--- config.mk ---
export PLATFORM = sky130hd
export DESIGN_NAME = fft_bin_receiver_flat
export DESIGN_NICKNAME = d
export VERILOG_FILES = /design/src/rtl/fft_bin_receiver_if.sv /design/src/rtl/fft_bin_receiver.sv /design/src/flat_wrapper.sv
export SDC_FILE = /design/constraint.sdc
export NUM_CORES = 1
export LEC_CHECK = 0
export ABC_CLOCK_PERIOD_IN_PS = 4900
export CORE_ASPECT_RATIO = 1.2
export CORE_MARGIN = 5
export CORE_UTILIZATION = 35
export DETAILED_ROUTE_END_ITERATION = 7
export GPL_TIMING_DRIVEN = 0
export PLACE_DENSITY = 0.62
export SKIP_LAST_GASP = 1
export SLEW_MARGIN = 40
export SYNTH_ARGS = -nofsm -noshare
export SYNTH_HDL_FRONTEND = slang
export SYNTH_SLANG_ARGS = --single-unit
--- constraint.sdc ---
create_clock -name clk -period 4.9 [get_ports clk]
set_clock_uncertainty 0.15 [all_clocks]
set_input_delay 0.98 -clock clk [delete_from_list [all_inputs] [get_ports clk]]
set_output_delay 0.98 -clock clk [all_outputs]
set_load 0.03 [all_outputs]
--- src/rtl/fft_bin_receiver_if.sv ---
// AXI-Stream style handshake carrying FFT output words into fft_bin_receiver.
// tdata[15:0] is the signed real part, tdata[31:16] the signed imaginary part.
interface fft_bin_receiver_if;
  logic [31:0] tdata;
  logic        tvalid;
  logic        tlast;
  logic        tready;

  modport master (output tdata, output tvalid, output tlast, input tready);
  modport slave  (input tdata, input tvalid, input tlast, output tready);
endinterface

--- src/rtl/fft_bin_receiver.sv ---
// Collects one FFT frame of |re|+|im| magnitudes into a natural-order buffer,
// tracks the peak bin, and holds the frame until the consumer acknowledges it.
module fft_bin_receiver #(
  parameter int FRAME_LEN = 64,
  parameter int ADDR_W    = 6,
  parameter int BITREV    = 1
) (
  input  logic              clk,
  input  logic              reset,
  fft_bin_receiver_if.slave s_axis,
  input  logic [ADDR_W-1:0] rd_addr,
  output logic [16:0]       rd_data,
  output logic              frame_ready,
  input  logic              frame_ack,
  output logic              frame_error,
  output logic [ADDR_W-1:0] peak_bin,
  output logic [16:0]       peak_mag
);

  typedef enum logic [0:0] {
    RECV = 1'b0,
    HOLD = 1'b1
  } state_t;

  localparam logic [ADDR_W-1:0] LAST_IDX = ADDR_W'(FRAME_LEN - 1);

  // Two's-complement magnitude widened to 17 bits so |-32768| stays exact.
  function automatic logic [16:0] abs17(input logic [15:0] v);
    logic [16:0] ext;
    ext = {v[15], v};
    if (v[15]) begin
      abs17 = 17'd0 - ext;
    end else begin
      abs17 = ext;
    end
  endfunction

  function automatic logic [ADDR_W-1:0] bit_reverse(input logic [ADDR_W-1:0] a);
    for (int i = 0; i < ADDR_W; i++) begin
      bit_reverse[i] = a[ADDR_W-1-i];
    end
  endfunction

  state_t            state_r, state_next_s;
  logic              tready_r;
  logic [ADDR_W-1:0] idx_r;
  logic [ADDR_W-1:0] run_bin_r;
  logic [16:0]       run_mag_r;
  logic              frame_ready_r;
  logic              frame_error_r;
  logic [ADDR_W-1:0] peak_bin_r;
  logic [16:0]       peak_mag_r;
  logic [16:0]       rd_data_r;
  logic [16:0]       mem_r [FRAME_LEN];

  logic              hs_s;
  logic [16:0]       mag_s;
  logic [ADDR_W-1:0] wr_addr_s;
  logic              is_end_s;
  logic              good_end_s;
  logic              bad_end_s;
  logic [ADDR_W-1:0] cand_bin_s;
  logic [16:0]       cand_mag_s;

  // Handshake decode, magnitude, write address and running-peak candidate.
  always_comb begin
    hs_s       = s_axis.tvalid & tready_r;
    mag_s      = abs17(s_axis.tdata[15:0]) + abs17(s_axis.tdata[31:16]);
    is_end_s   = (idx_r == LAST_IDX);
    good_end_s = hs_s & s_axis.tlast & is_end_s;
    bad_end_s  = hs_s & (s_axis.tlast ^ is_end_s);
    if (BITREV != 0) begin
      wr_addr_s = bit_reverse(idx_r);
    end else begin
      wr_addr_s = idx_r;
    end
    // Strictly greater: on a tie the earlier arrival keeps the peak.
    if (mag_s > run_mag_r) begin
      cand_bin_s = wr_addr_s;
      cand_mag_s = mag_s;
    end else begin
      cand_bin_s = run_bin_r;
      cand_mag_s = run_mag_r;
    end
  end

  // FSM next state; an ack only counts once the frame is already held.
  always_comb begin
    state_next_s = state_r;
    case (state_r)
      RECV: begin
        if (good_end_s) begin
          state_next_s = HOLD;
        end else begin
          state_next_s = RECV;
        end
      end
      HOLD: begin
        if (frame_ack) begin
          state_next_s = RECV;
        end else begin
          state_next_s = HOLD;
        end
      end
      default: state_next_s = RECV;
    endcase
  end

  // State register plus the handshake/status flags derived from the next state.
  always_ff @(posedge clk or posedge reset) begin
    if (reset) begin
      state_r       <= RECV;
      tready_r      <= 1'b0;
      frame_ready_r <= 1'b0;
      frame_error_r <= 1'b0;
    end else begin
      state_r       <= state_next_s;
      tready_r      <= (state_next_s == RECV);
      frame_ready_r <= (state_next_s == HOLD);
      frame_error_r <= bad_end_s;
    end
  end

  // Arrival index, running peak and published peak.
  always_ff @(posedge clk or posedge reset) begin
    if (reset) begin
      idx_r      <= '0;
      run_bin_r  <= '0;
      run_mag_r  <= 17'd0;
      peak_bin_r <= '0;
      peak_mag_r <= 17'd0;
    end else begin
      if (hs_s) begin
        if (s_axis.tlast || is_end_s) begin
          idx_r     <= '0;
          run_bin_r <= '0;
          run_mag_r <= 17'd0;
        end else begin
          idx_r     <= idx_r + ADDR_W'(1);
          run_bin_r <= cand_bin_s;
          run_mag_r <= cand_mag_s;
        end
      end
      if (good_end_s) begin
        peak_bin_r <= cand_bin_s;
        peak_mag_r <= cand_mag_s;
      end
    end
  end

  // Buffer write port.
  always_ff @(posedge clk) begin
    if (hs_s) begin
      mem_r[wr_addr_s] <= mag_s;
    end
  end

  // Registered buffer read port.
  always_ff @(posedge clk or posedge reset) begin
    if (reset) begin
      rd_data_r <= 17'd0;
    end else begin
      rd_data_r <= mem_r[rd_addr];
    end
  end

  assign s_axis.tready = tready_r;
  assign frame_ready   = frame_ready_r;
  assign frame_error   = frame_error_r;
  assign peak_bin      = peak_bin_r;
  assign peak_mag      = peak_mag_r;
  assign rd_data       = rd_data_r;

endmodule

--- src/flat_wrapper.sv ---
// flat-port wrapper written by rule: the top's interface ports become plain ports
module fft_bin_receiver_flat 
#(
  parameter int FRAME_LEN = 64,
  parameter int ADDR_W    = 6,
  parameter int BITREV    = 1
)
  (clk, reset, rd_addr, rd_data, frame_ready, frame_ack, frame_error, peak_bin, peak_mag, s_axis_tdata, s_axis_tvalid, s_axis_tlast, s_axis_tready);
  fft_bin_receiver_if s_axis_i ();
  input  logic clk;
  input  logic reset;
  input  logic [ADDR_W-1:0] rd_addr;
  output logic [16:0] rd_data;
  output logic frame_ready;
  input  logic frame_ack;
  output logic frame_error;
  output logic [ADDR_W-1:0] peak_bin;
  output logic [16:0] peak_mag;
  input wire logic [$bits(s_axis_i.tdata)-1:0] s_axis_tdata;
  input wire logic [$bits(s_axis_i.tvalid)-1:0] s_axis_tvalid;
  input wire logic [$bits(s_axis_i.tlast)-1:0] s_axis_tlast;
  output wire logic [$bits(s_axis_i.tready)-1:0] s_axis_tready;
  assign s_axis_i.tdata = s_axis_tdata;
  assign s_axis_i.tvalid = s_axis_tvalid;
  assign s_axis_i.tlast = s_axis_tlast;
  assign s_axis_tready = s_axis_i.tready;
  fft_bin_receiver #(.FRAME_LEN(FRAME_LEN), .ADDR_W(ADDR_W), .BITREV(BITREV)) u_core (.clk(clk), .reset(reset), .s_axis(s_axis_i), .rd_addr(rd_addr), .rd_data(rd_data), .frame_ready(frame_ready), .frame_ack(frame_ack), .frame_error(frame_error), .peak_bin(peak_bin), .peak_mag(peak_mag));
endmodule
==> impl.org <==
* Flow results

** Run status
- Outcome :: complete, but fails checks
- Failing checks :: setup timing

** Power
- Per the OpenROAD power report, leakage power amounts to 18.0 nW.
- Switching power as a fraction of the total was reported as 0.259.
- The analysis attributes to net switching a power of 0.00653 W.
- The share of total power dissipated in combinational logic is 0.183.
- Summed over the clock group, the power is 0.00857 W.
- Power spread over the standard cell area amounts to about 450 mW/mm^2.
- Power attributed to combinational cells is 0.00461 W.

** Cells and area
- Highest-count logic cell in the final layout :: sky130_fd_sc_hd__edfxtp_1
- # diodes :: 4
- Counting the inverters off the clock network in the layout gives 33.
- In the final layout, the multi-input gates occupy 0.0124 mm^2.
- Total number of nets in the final design :: 2583
- Ranking logic cells in the layout by count gives the top entries sky130_fd_sc_hd__edfxtp_1 (1088), sky130_fd_sc_hd__mux4_2 (335), sky130_fd_sc_hd__clkbuf_16 (112).
- Final-layout fill cell count :: 10.9k
- Non-filler instance count after layout :: 4284
- Of the total standard cell area in the layout, the sequential portion is 0.612.
- Number of buffers outside the clock class in the layout :: between 300 and 400
- From synthesis to final layout, the design area changed by 22.3%.
- With fillers left out, the area of the finished cells amounts to about 0.056 mm^2.

** Worst setup path
- All stages included, the depth of the critical timing path comes to 23.
- In this design, the largest share of critical-path delay is due to AND-OR/OR-AND gates.
- The worst register-to-register path depth is 11.
- STA classifies the critical path startpoint as an input pin.
- The slowest stage of the critical path is the sky130_fd_sc_hd__or3_4 cell.
- Ordered list of cells on the worst path :: buf_8 > nor3_2 > nand2_1 > or3_4 > or3_4 > o31ai_4 > xnor2_2 > ha_4 > buf_4 > o21ai_0 > a21oi_2 > a21oi_4 > xnor2_4 > buf_12 > ha_1 > a21o_1 > a21oi_1 > o21ai_2 > buf_4 > a22oi_2 > buf_4 > mux2i_1 > o21ai_1
- STA classifies the critical path endpoint as a flip-flop.
- The worst register-to-register path ends at u_core.run_mag_r[12].
- Register-to-register setup slack :: between 1500 and 2000 ps
- The OpenROAD report gives the critical path a data arrival time of approximately 5500 ps.
- Startpoint of the worst setup timing path :: s_axis_tdata[17]

** Synth
- Primary FF master, synth :: sky130_fd_sc_hd__edfxtp_1
- Largest type area fraction :: 0.709
- Unique masters post-synth :: about 59
- After synthesis, the largest family of logic cells by area is multiplexers.
- The net count after synthesis is 2250.
- MUX area fraction :: 0.167
- The synthesized netlist occupies a cell area of between 0.04 and 0.05 mm^2.
- EDFF count, synth :: roughly 1.1k
- Instance count of the mapped netlist :: 2164
- Async set or reset register ratio after synthesis :: 0.0621
- Cell accounting for the most synthesized area :: sky130_fd_sc_hd__edfxtp_1
- Parity-gate share of the synthesized area counting xor and xnor cells :: 0.00761

** STA
- Setup violations remaining at the end of the flow were counted as 38.
- Headroom to the max-slew limit :: 0.413
- Slack of the critical path :: -157 ps
- Unrepaired setup endpoints after global routing :: yes
- Final Max Tran Viols :: 0
- Hold violation count in the final report :: 0

** GRT
- Antenna violations before repair :: 4
- Met3 track demand over resource in global routing :: 0.0324

** Clocking
- Looking at the worst setup and hold paths, the clock pins of their registers show a slew of roughly 60 ps.
- # hold bufs at CTS :: 0
- TritonCTS built the clock tree.
- The number of clock buffers added by TritonCTS is approximately 110.
- Gates resized, CTS repair :: 152

** Floorplanning
- The core region is 0.130 mm^2.
- 86 I/O pins were placed.

** Routing
- The routed design uses approximately 63000 um of met2 wire.
- After detailed routing, the wire length on met1 is 45200 um.

** Placed design
- Per the detailed placement report, the placed cell area equals 0.0516 mm^2.
- The HPWL after detailed placement is between 80000 and 90000 um.
- GP Congestion :: 0.924

** Worst hold path
- Worst Hold Depth :: 2
- STA lists the startpoint of the worst hold path as u_core.peak_bin[3].
Fig. 1: I/O pins on the die edge
(1 px per um) Pins as bars across the die edge, other pins in grey.
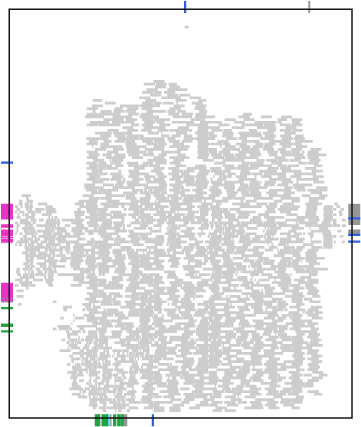
legend:
  cyan:
    port: `frame_error`
    pins: 1
    direction: output
    edge: bottom
  green:
    port: `peak_mag`
    pins: 17
    direction: output
    edge: 13 bottom, 4 left
  magenta:
    port: `s_axis_tdata`
    pins: 32
    direction: input
    edge: left
  blue:
    port: `rd_addr`
    pins: 6
    direction: input
    edge: 3 right, 1 bottom, 1 top, 1 left
all pins by edge: 39 left, 25 bottom, 20 right, 2 top
width of the die: 341 um
Port Buffer Count: 82
vertical die dimension: 407 um

Fig. 2: clock nets
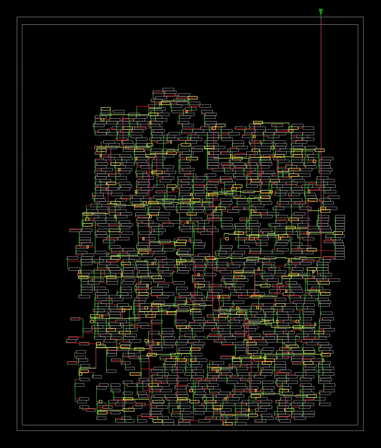
number of clock-tree buffers in the layout: 129
clock sink total: 1160
Seq Cell Count: 1160

Fig. 3: routed metal, one colour a layer
(1 px per um) Two of the layers only.
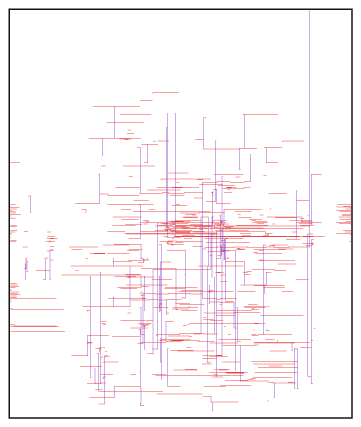
legend:
  purple:
    layer: metal 4
    wire_length: 4260 um
  red:
    layer: metal 3
    wire_length: 8240 um
total vias in the final route: 23.6k
overall routed net length: 121000 um
All-Layer GR Usage: 0.170
routed length per placed instance: 28.2 um

Fig. 4: M4 wires
(1 px per um)
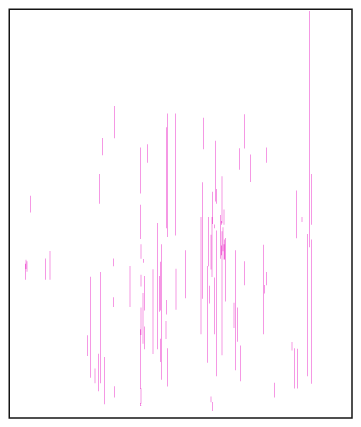
main direction: vertical
share of all routed wire: 3.5%
nets with wire on the layer: 60

Power and IR drop assume default switching activity.
